**Supply network**

Drawn at 3 px/um. Pins as bars on the die edge.
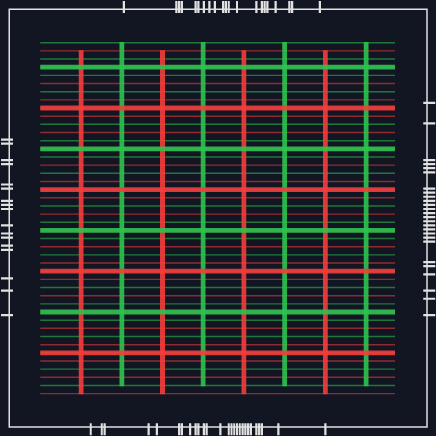
**Local utilization**

Drawn at 2 px/um. 14 x 14 tiles, from white (low) to dark blue (high), 0 to 100% covered.
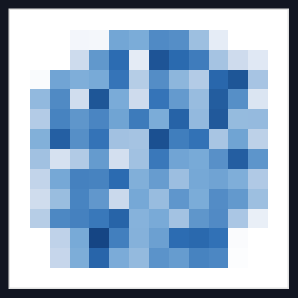
**Routed clock nets over the placement**

Drawn at 4 px/um.
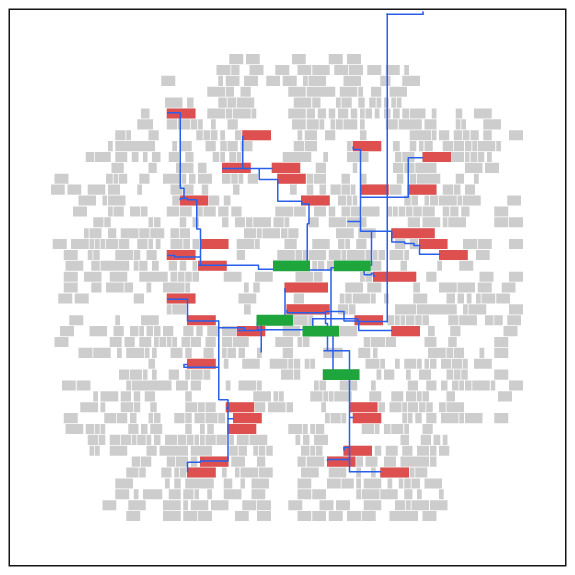
**Routed metal, one color a layer**

Drawn at 4 px/um. Only two layers are drawn.
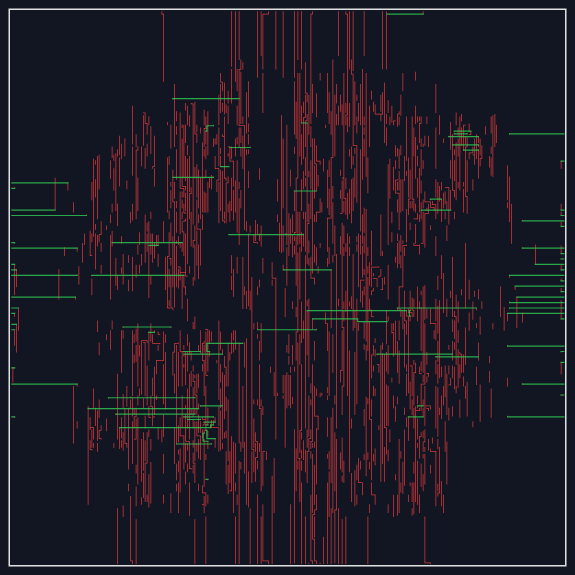
## config.mk

```make
export PLATFORM = sky130hd
export DESIGN_NAME = alarm_cnt_bank
export DESIGN_NICKNAME = d
export VERILOG_FILES = /design/src/rtl/alarm_cnt_bank.sv
export SDC_FILE = /design/constraint.sdc
export NUM_CORES = 1
export LEC_CHECK = 0
export CAP_MARGIN = 20
export CORE_MARGIN = 10
export CORE_UTILIZATION = 38
export CTS_CLUSTER_DIAMETER = 60
export CTS_CLUSTER_SIZE = 14
export DETAILED_ROUTE_END_ITERATION = 8
export GPL_ROUTABILITY_DRIVEN = 1
export PLACE_DENSITY = 0.65
export SLEW_MARGIN = 10
export SYNTH_ARGS = -nofsm -noshare
export SYNTH_HDL_FRONTEND = slang
export SYNTH_SLANG_ARGS = --single-unit
```

## constraint.sdc

```tcl
create_clock -name clk_i -period 2.8 [get_ports clk_i]
set_input_delay 0.42 -clock clk_i [delete_from_list [all_inputs] [get_ports clk_i]]
set_output_delay 0.42 -clock clk_i [all_outputs]
set_load 0.01 [all_outputs]
```

## src/rtl/alarm_cnt_bank.sv

```systemverilog
// Purpose : NumCh-channel saturating up/down event counters with sticky threshold alarms.
// Latency : cnt_o updates one edge after a request; alarm_o follows cnt_o by one further edge.
// Backpres: none. Requests are level samples and a request held high acts once per cycle.
//
// Ports   : clk_i, rst_i (sync, active-high); incr_en_i/decr_en_i/alarm_clr_i [NumCh];
//           step_i/cnt_o [NumCh*Width], channel k at [k*Width +: Width]; thresh_i [Width]
//           (0 disables alarms); alarm_o [NumCh]; alarm_any_o = OR of alarm_o.
// Option  : define ALARM_CNT_BANK_LEAK_EN to add a periodic leak toward zero every LeakPeriod
//           cycles. Without it LeakPeriod is only range-checked.
module alarm_cnt_bank #(
  parameter int unsigned      NumCh      = 4,
  parameter int unsigned      Width      = 8,
  parameter logic [Width-1:0] ResetValue = '0,
  parameter int unsigned      LeakPeriod = 256
) (
  input  logic                   clk_i,
  input  logic                   rst_i,
  input  logic [NumCh-1:0]       incr_en_i,
  input  logic [NumCh-1:0]       decr_en_i,
  input  logic [NumCh*Width-1:0] step_i,
  input  logic [Width-1:0]       thresh_i,
  input  logic [NumCh-1:0]       alarm_clr_i,
  output logic [NumCh*Width-1:0] cnt_o,
  output logic [NumCh-1:0]       alarm_o,
  output logic                   alarm_any_o
);

  if (NumCh < 1) begin : g_bad_numch
    $error("alarm_cnt_bank: NumCh must be >= 1");
  end
  if (Width < 2) begin : g_bad_width
    $error("alarm_cnt_bank: Width must be >= 2");
  end
  if (LeakPeriod < 2) begin : g_bad_leak
    $error("alarm_cnt_bank: LeakPeriod must be >= 2");
  end

  typedef enum logic {
    ST_NORMAL = 1'b0,
    ST_ALARM  = 1'b1
  } alarm_st_e;

  logic [NumCh-1:0][Width-1:0] cnt_q, cnt_d;
  logic [NumCh-1:0]            cnt_en;
  logic [NumCh-1:0]            thr_hit;
  alarm_st_e                   alarm_st_q [NumCh];
  logic                        leak_pulse;

`ifdef ALARM_CNT_BANK_LEAK_EN
  localparam int unsigned PreW = $clog2(LeakPeriod);

  logic [PreW-1:0] presc_q, presc_d;

  // Free-running prescaler; the pulse cycle is also the wrap cycle.
  assign leak_pulse = (presc_q == PreW'(LeakPeriod - 1));

  always_comb begin
    presc_d = presc_q + 1'b1;
    if (leak_pulse) begin
      presc_d = '0;
    end
  end

  always_ff @(posedge clk_i) begin
    if (rst_i) begin
      presc_q <= '0;
    end else begin
      presc_q <= presc_d;
    end
  end
`else
  assign leak_pulse = 1'b0;
`endif

  for (genvar k = 0; k < NumCh; k++) begin : g_ch
    logic [Width-1:0] cnt, step, nxt;
    logic [Width:0]   sum, diff;
    logic             up, dn;

    assign cnt  = cnt_q[k];
    assign step = step_i[k*Width +: Width];
    assign up   = incr_en_i[k] & ~decr_en_i[k];
    assign dn   = decr_en_i[k] & ~incr_en_i[k];
    // One extra bit: carry-out means overflow, borrow means underflow.
    assign sum  = {1'b0, cnt} + {1'b0, step};
    assign diff = {1'b0, cnt} - {1'b0, step};

    always_comb begin
      nxt = cnt;
      if (up) begin
        nxt = sum[Width] ? {Width{1'b1}} : sum[Width-1:0];
      end else if (dn) begin
        nxt = diff[Width] ? {Width{1'b0}} : diff[Width-1:0];
      end else if (leak_pulse && !incr_en_i[k] && !decr_en_i[k] && (cnt != '0)) begin
        // A channel with any request this cycle skips the leak entirely.
        nxt = cnt - 1'b1;
      end
    end

    assign cnt_d[k]   = nxt;
    // Holding at a bound or a zero step leaves the register disabled.
    assign cnt_en[k]  = (nxt != cnt);
    assign thr_hit[k] = (thresh_i != '0) && (cnt >= thresh_i);
    assign alarm_o[k] = (alarm_st_q[k] == ST_ALARM);
  end

  always_ff @(posedge clk_i) begin
    if (rst_i) begin
      cnt_q <= {NumCh{ResetValue}};
    end else begin
      for (int k = 0; k < NumCh; k++) begin
        if (cnt_en[k]) begin
          cnt_q[k] <= cnt_d[k];
        end
      end
    end
  end

  // Alarm FSM per channel, evaluated on the registered count. Set wins over clear,
  // and a threshold change only alters these conditions, never the state directly.
  always_ff @(posedge clk_i) begin
    if (rst_i) begin
      for (int k = 0; k < NumCh; k++) begin
        alarm_st_q[k] <= ST_NORMAL;
      end
    end else begin
      for (int k = 0; k < NumCh; k++) begin
        case (alarm_st_q[k])
          ST_NORMAL: if (thr_hit[k]) alarm_st_q[k] <= ST_ALARM;
          ST_ALARM:  if (alarm_clr_i[k] && !thr_hit[k]) alarm_st_q[k] <= ST_NORMAL;
          default:   alarm_st_q[k] <= ST_NORMAL;
        endcase
      end
    end
  end

  assign cnt_o       = cnt_q;
  assign alarm_any_o = |alarm_o;

endmodule

```

==> results.sh <==
# flow metrics
export IMPL_hold_path_class="flip-flop to flip-flop"
export IMPL_powerDensity_nw_per_um2=354.5
export IMPL_critPathBufInv=1
export IMPL_yosysUniqueCellTypes=66
export IMPL_cts_sinks=36
export IMPL_synth_area_um2=5359
export IMPL_yosys_stat_area_um2=5359
export IMPL_fin_crit_ns=2.622
export IMPL_avgRoutedWirePerCell_um=16.18
export IMPL_crit_path_top_delay_cell="clkdlybuf4s50_1"
export IMPL_htreeDepth=2
export IMPL_grt_max_degree=30
export IMPL_rsz0062_at_grt="false"
export IMPL_fp_dieH_um=138.8
export IMPL_p_leak_uw=0.003043
export IMPL_mostFrequentLayoutCells="ha_1, clkdlybuf4s50_1, inv_1"
export IMPL_relSlewSlack_pct=66.48
export IMPL_setup_viol=0
export IMPL_peakVddDrop_v=0.0002324
export IMPL_track_usage_pct=15.95
export IMPL_critPathLaunchType="input pin"
export IMPL_drc=0
export IMPL_cp_required_ns=2.98
export IMPL_grt_ovfl_total=0
export IMPL_place_congestion=0.8659
export IMPL_end_kind="flip-flop"
export IMPL_drt_initial_drc_count=404
export IMPL_run_status="finished clean"
export IMPL_ys_seq_share_pct=14.20
export IMPL_synth_cells=686
export IMPL_async_flop_share_pct=0
export IMPL_cts_buffers_inserted=5
About 'supply network':
legend:
  VDD:
    color: green
  VSS:
    color: red
met1 rails: 44
met5 straps: 8
rows: 43
met4 straps: 8
signal pins: 91

About 'local utilization':
densest ninth of the die: center
tiles over 75% full: 9.2%
nearly empty tiles: 32%
emptiest ninth of the die: north-west

About 'routed clock nets over the placement':
legend:
  clock drivers:
    color: green
    count: 5
  flip-flops:
    color: red
    count: 36
  clock wires:
    color: blue
    length: 616 um
routed clock nets: 6
Setup Skew: 0.005037 ns
Latency at later pin: 0.28 ns
clock power share: 24.4%
power in the clock group: 593 uW

About 'routed metal, one color a layer':
legend:
  metal 2:
    color: red
    wire_length: 7660 um
  metal 3:
    color: green
    wire_length: 729 um

-- state kept, by name, summed over array words and instances (netlist names) --
name,count
alarm_st_q,4
g_ch.cnt,32
-- worst min-delay path: cells and delay by family (launching register included) --
kind | cells | cell delay (ns)
and+or+nand+nor | 1 | 0.11
DFF | 1 | 0.34
AOI/OAI and AO/OA | 1 | 0.05
-- synth_stat cells, types with 5 or more instances --
cell type | n | share of area [%]
ha_1 | 100 | 23
inv_1 | 77 | 5.4
nor2_1 | 62 | 4.3
a21oi_1 | 57 | 5.3
o21ai_0 | 50 | 4.7
dfxtp_1 | 32 | 12
nand2_1 | 31 | 2.2
nor2b_1 | 21 | 2.5
nor3_1 | 21 | 2.0
nand2b_1 | 20 | 2.3
a221oi_1 | 15 | 2.5
nand3_1 | 14 | 1.3
o21a_1 | 12 | 1.7
xnor2_1 | 11 | 1.8
a211oi_1 | 9 | 1.3
buf_2 | 9 | 0.84
a21o_1 | 8 | 1.1
fa_1 | 8 | 3.0
o31a_1 | 8 | 1.3
clkbuf_1 | 7 | 0.49
nor4_1 | 7 | 0.82
o31ai_1 | 7 | 0.98
a2111oi_0 | 6 | 0.98
o21bai_1 | 6 | 0.84
xor2_1 | 6 | 0.98
nor3b_1 | 5 | 0.70
o211ai_1 | 5 | 0.70
-- metal layers --
metal | GRT usage [%] | vias up | part of all wire, %
li1 | - | 2732 | -
met1 | 20.36 | 2550 | 47
met2 | 27.89 | 137 | 48
met3 | 2.158 | 6 | 4.6
met4 | 3.185 | 0 | 0.67
met5 | 0 | - | 0
-- where the power goes --
part,leakage [uW],switching [uW],internal (uW)
sequential,0.000306,73.9,569
combinational,0.00266,614,578
clock,0.0000772,214,379
total,0.00304,902,1530
-- area by class of cell --
| type | instances | area (um^2) |
|---|---|---|
| clock buffer | 8 | 156.4 |
| tap | 180 | 225.2 |
| fill | 1336 | 6979 |
| inverter | 78 | 292.8 |
| sequential | 36 | 760.7 |
| timing repair buffer | 129 | 1194 |
| multi-input combinational | 554 | 4219 |
-- cells by family (layout without fill, tap and decap cells) --
kind of cell	count (synthesis)	in the layout	synth area share, %
flip-flops	36	36	14.20
multiplexers	2	2	0.3969
XOR/XNOR	17	17	2.778
AND-OR/OR-AND	228	228	30.54
AND/OR/NAND/NOR	199	199	18.61
buffers and inverters	96	215	7.145
adder cells (fa/ha/maj)	108	108	26.34
-- timing repair --
action                     CTS  global route
hold endpoints to repair     0             0
setup endpoints to repair    0             1
resized                      0             1
-- stage by stage --
step	setup TNS, ns	worst slack, ns	hold slack (ns)
global placement	-0.2313	-0.09263	0.5301
CTS	0	0.1609	0.5404
finish	0	0.1780	0.5368
detailed placement	-0.6622	-0.1260	0.5319
floorplan	0	0.4197	0.5391
global route	0	0.02662	0.5723
-- path summary, 6_finish.rpt --
kind	from	to	slack (ns)	cells past startpoint
max reg2reg	g_ch[2].cnt[0]	g_ch[2].cnt[4]	0.37	9
min reg2reg	g_ch[0].cnt[0]	g_ch[0].cnt[0]	0.54	2
min	g_ch[0].cnt[0]	g_ch[0].cnt[0]	0.54	2
max	step_i[16]	g_ch[2].cnt[3]	0.18	9
Power is estimated from default activity; no workload was simulated.
